### config.mk
export PLATFORM = sky130hd
export DESIGN_NAME = fir_mac_engine
export DESIGN_NICKNAME = d
export VERILOG_FILES = /design/src/rtl/fir_pkg.sv /design/src/rtl/fir_window.sv /design/src/rtl/fir_mac_engine.sv
export SDC_FILE = /design/constraint.sdc
export NUM_CORES = 1
export LEC_CHECK = 0
export ABC_CLOCK_PERIOD_IN_PS = 9100
export CORE_MARGIN = 2
export CORE_UTILIZATION = 27
export CTS_BUF_LIST = sky130_fd_sc_hd__clkbuf_8
export CTS_CLUSTER_DIAMETER = 120
export DETAILED_ROUTE_END_ITERATION = 16
export PLACE_DENSITY = 0.47
export REMOVE_ABC_BUFFERS = 1
export SETUP_SLACK_MARGIN = 0.1
export SYNTH_ARGS = -nofsm -noshare
export SYNTH_HDL_FRONTEND = slang
export SYNTH_HIERARCHICAL = 1
export SYNTH_SLANG_ARGS = --single-unit
### constraint.sdc
create_clock -name clk -period 9.1 [get_ports clk]
set_input_delay 2.73 -clock clk [delete_from_list [all_inputs] [get_ports clk]]
set_output_delay 2.73 -clock clk [all_outputs]
set_load 0.01 [all_outputs]
### src/rtl/fir_pkg.sv
// Shared definitions for the FIR multiply-accumulate engine: FSM state
// encoding, default parameter values and the clog2 helper used to size
// address and accumulator fields.
package fir_pkg;

  typedef enum logic [1:0] {
    ST_IDLE = 2'd0,
    ST_MAC  = 2'd1,
    ST_OUT  = 2'd2
  } fir_state_t;

  localparam int FIR_NTAPS_DEF = 4;
  localparam int FIR_CW_DEF    = 16;
  localparam int FIR_OUT_W_DEF = 34;
  localparam int FIR_SHIFT_DEF = 0;
  localparam int FIR_SAMPLE_W  = 16;

  // Smallest r with 2**r >= n.
  function automatic int fir_clog2(input int n);
    int r;
    r = 0;
    while ((1 << r) < n) r++;
    return r;
  endfunction

endpackage

### src/rtl/fir_window.sv
// Sample delay line for the FIR engine. window[0] holds the newest sample and
// window[NTAPS-1] the oldest; one shift per accepted sample.
module fir_window
  import fir_pkg::*;
#(
  parameter int NTAPS = FIR_NTAPS_DEF
) (
  input  logic                   clk,
  input  logic                   reset,
  input  logic                   shift_en,
  input  logic [15:0]            din,
  output logic [NTAPS-1:0][15:0] window
);

  // Shift every entry one position older and load the new sample at index 0.
  always_ff @(posedge clk or negedge reset) begin
    if (!reset) begin
      window <= '0;
    end else if (shift_en) begin
      window <= {window[NTAPS-2:0], din};
    end
  end

endmodule

### src/rtl/fir_mac_engine.sv
// Serial FIR filter: one multiply-accumulate per clock over NTAPS taps.
// Optional build macro FIR_SATURATE_EN clamps the output to the signed OUT_W
// range; without it the output is the low OUT_W bits of the shifted sum.
//
// Sample handshake: a sample is taken when sample_valid is high and busy is
// low on the same rising edge. sample_valid while busy is never back-pressured;
// that sample is discarded (window untouched) and the sticky overrun flag set.
module fir_mac_engine
  import fir_pkg::*;
#(
  parameter int NTAPS = FIR_NTAPS_DEF,
  parameter int CW    = FIR_CW_DEF,
  parameter int OUT_W = FIR_OUT_W_DEF,
  parameter int SHIFT = FIR_SHIFT_DEF
) (
  input  logic                         clk,
  input  logic                         reset,
  input  logic                         sample_valid,
  input  logic [23:0]                  sample,
  input  logic                         coeff_we,
  input  logic [fir_clog2(NTAPS)-1:0]  coeff_addr,
  input  logic signed [CW-1:0]         coeff_wdata,
  input  logic                         overrun_clr,
  output logic [OUT_W-1:0]             result,
  output logic                         result_valid,
  output logic                         busy,
  output logic                         overrun,
  output logic [1:0]                   dbg_state
);

  localparam int AW    = fir_clog2(NTAPS);
  localparam int ACC_W = FIR_SAMPLE_W + CW + AW;
  localparam int WW    = (ACC_W > OUT_W) ? ACC_W : OUT_W;
  localparam logic [AW-1:0] K_LAST = AW'(NTAPS - 1);

  fir_state_t                state;
  logic [AW-1:0]             k;
  logic signed [ACC_W-1:0]   acc;
  logic signed [ACC_W-1:0]   acc_next;
  logic signed [ACC_W-1:0]   acc_shift;
  logic signed [ACC_W-1:0]   prod;
  logic signed [CW-1:0]      coeff [NTAPS];
  logic signed [CW-1:0]      coeff_k;
  logic signed [16:0]        win_k;
  logic signed [WW-1:0]      acc_wide;
  logic [OUT_W-1:0]          res_d;
  logic [NTAPS-1:0][15:0]    window;
  logic                      accept;
  logic                      drop;
  logic                      last_tap;
  logic                      addr_ok;
  logic                      unused_sample_lsbs;

  assign accept   = sample_valid && (state == ST_IDLE);
  assign drop     = sample_valid && (state != ST_IDLE);
  assign last_tap = (state == ST_MAC) && (k == K_LAST);
  assign addr_ok  = {1'b0, coeff_addr} < (AW + 1)'(NTAPS);
  assign busy     = (state != ST_IDLE);
  assign dbg_state = state;
  assign unused_sample_lsbs = ^sample[7:0];

  fir_window #(
    .NTAPS (NTAPS)
  ) u_window (
    .clk      (clk),
    .reset    (reset),
    .shift_en (accept),
    .din      (sample[23:8]),
    .window   (window)
  );

  // Signed coefficient times zero-extended unsigned sample, sign-extended to
  // the accumulator width before the add.
  assign coeff_k   = coeff[k];
  assign win_k     = $signed({1'b0, window[k]});
  assign prod      = ACC_W'(coeff_k) * ACC_W'(win_k);
  assign acc_next  = acc + prod;
  assign acc_shift = acc_next >>> SHIFT;
  assign acc_wide  = WW'(acc_shift);

`ifdef FIR_SATURATE_EN
  localparam logic signed [WW-1:0] SAT_MAX = {{(WW - OUT_W + 1){1'b0}}, {(OUT_W - 1){1'b1}}};
  localparam logic signed [WW-1:0] SAT_MIN = {{(WW - OUT_W + 1){1'b1}}, {(OUT_W - 1){1'b0}}};

  // Clamp the shifted sum into the signed OUT_W range.
  always_comb begin
    res_d = acc_wide[OUT_W-1:0];
    if (acc_wide > SAT_MAX) begin
      res_d = SAT_MAX[OUT_W-1:0];
    end else if (acc_wide < SAT_MIN) begin
      res_d = SAT_MIN[OUT_W-1:0];
    end
  end
`else
  assign res_d = acc_wide[OUT_W-1:0];
`endif

  // Control FSM, tap counter and accumulator.
  always_ff @(posedge clk or negedge reset) begin
    if (!reset) begin
      state <= ST_IDLE;
      k     <= '0;
      acc   <= '0;
    end else begin
      case (state)
        ST_IDLE: begin
          if (sample_valid) begin
            state <= ST_MAC;
            k     <= '0;
            acc   <= '0;
          end
        end
        ST_MAC: begin
          acc <= acc_next;
          if (k == K_LAST) begin
            state <= ST_OUT;
          end else begin
            k <= k + 1'b1;
          end
        end
        ST_OUT: begin
          state <= ST_IDLE;
        end
        default: begin
          state <= ST_IDLE;
        end
      endcase
    end
  end

  // Output register: loads on the final tap so result_valid lines up with OUT.
  always_ff @(posedge clk or negedge reset) begin
    if (!reset) begin
      result       <= '0;
      result_valid <= 1'b0;
    end else begin
      result_valid <= last_tap;
      if (last_tap) begin
        result <= res_d;
      end
    end
  end

  // Sticky overrun flag; a drop on the same edge as a clear keeps it set.
  always_ff @(posedge clk or negedge reset) begin
    if (!reset) begin
      overrun <= 1'b0;
    end else if (drop) begin
      overrun <= 1'b1;
    end else if (overrun_clr) begin
      overrun <= 1'b0;
    end
  end

  // Coefficient bank: writable only while idle so a running sum never mixes sets.
  always_ff @(posedge clk or negedge reset) begin
    if (!reset) begin
      for (int i = 0; i < NTAPS; i++) begin
        coeff[i] <= '0;
      end
    end else if (coeff_we && (state == ST_IDLE) && addr_ok) begin
      coeff[coeff_addr] <= coeff_wdata;
    end
  end

endmodule
final_congestion.png
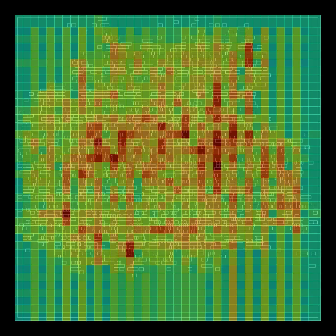
fin util: 0.308
GRT Util Overall: 0.142
routing usage on met1: 0.181
Most Crowded Layer GR: met2

zoom.png
Region (120, 67) to (145, 92) um. Cells in grey, sequential cells in the stronger grey; small squares are vias.
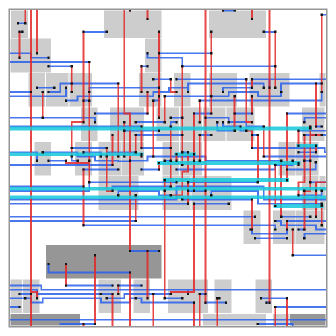
Key: met2 = red; met3 = cyan; met1 = blue
Most frequent: nand2_1 (7), a21oi_1 (6), o21ai_0 (6). Netlist names of flops here include acc (1). 42 logic cells have their middle in the window. Sequential cells in the window: 1.

==> run notes <==
run metrics: status=completed, core area=a little under 70000 sq um, Late-Pin Clk Latency=600 ps, layout cells sized above 1=0.148, Horiz. Die Dim=~270 um, Finished Cell Area=roughly 21000 sq um, synth cell count leaders=inv_1, fa_1, nand2_1, dfrtp_1, ha_1, yosys synthesis chip area=around 19000 sq um, CP max-delay cell=dfrtp_2, top sig layer=met5, met3 GRT Util=0.0250, crit-path cells=buf_4 -> mux4_2 -> and2_1 -> fa_1 -> inv_1 -> fa_1 -> inv_1 -> fa_1 -> fa_1 -> fa_1 -> inv_1 -> fa_1 -> inv_1 -> ha_1 -> nand2_1 -> nor4_1 -> o211ai_1 -> nand3_1 -> a41oi_1 -> xor2_1 -> o21ai_0, DP Area=~20000 sq um, xor/xnor share=0.0137, yosys aoi share=0.0642, Root Driver=clkbuf_8, Total Wirelength=a little under 50000 um, most numerous logic cell after layout=inv_1, Final Skew=approximately 26 ps, Non-Filler Instances=2752, Setup crit end kind=flop, clk slew on worst S/H paths=approximately 60 ps, ys flops=a little over 200, top-count cell post-synth=inv_1, Layout non-clock buf frac=0.0480, Layout area overhead=13.5%, # Cells Yosys=1770, wl on met1=slightly above 20000 um, flop share of the area=0.241, post_cts resized=0
## worst paths after layout
| check | startpoint | end | slack, ps | cells after the start |
|---|---|---|---|---|
| max | k[0]$_DFFE_PN0P_ | result[25]$_DFFE_PN0P_ | 1130 | 21 |
| min | result[6]$_DFFE_PN0P_ | result[6]$_DFFE_PN0P_ | 470 | 2 |
| max reg2reg | k[0]$_DFFE_PN0P_ | result[25]$_DFFE_PN0P_ | 1130 | 21 |
| min reg2reg | result[6]$_DFFE_PN0P_ | result[6]$_DFFE_PN0P_ | 470 | 2 |
| max in group asynchronous | reset | k[0]$_DFFE_PN0P_ | 5500 | 2 |
| min in group asynchronous | reset | result_valid$_DFF_PN0_ | 2060 | 1 |
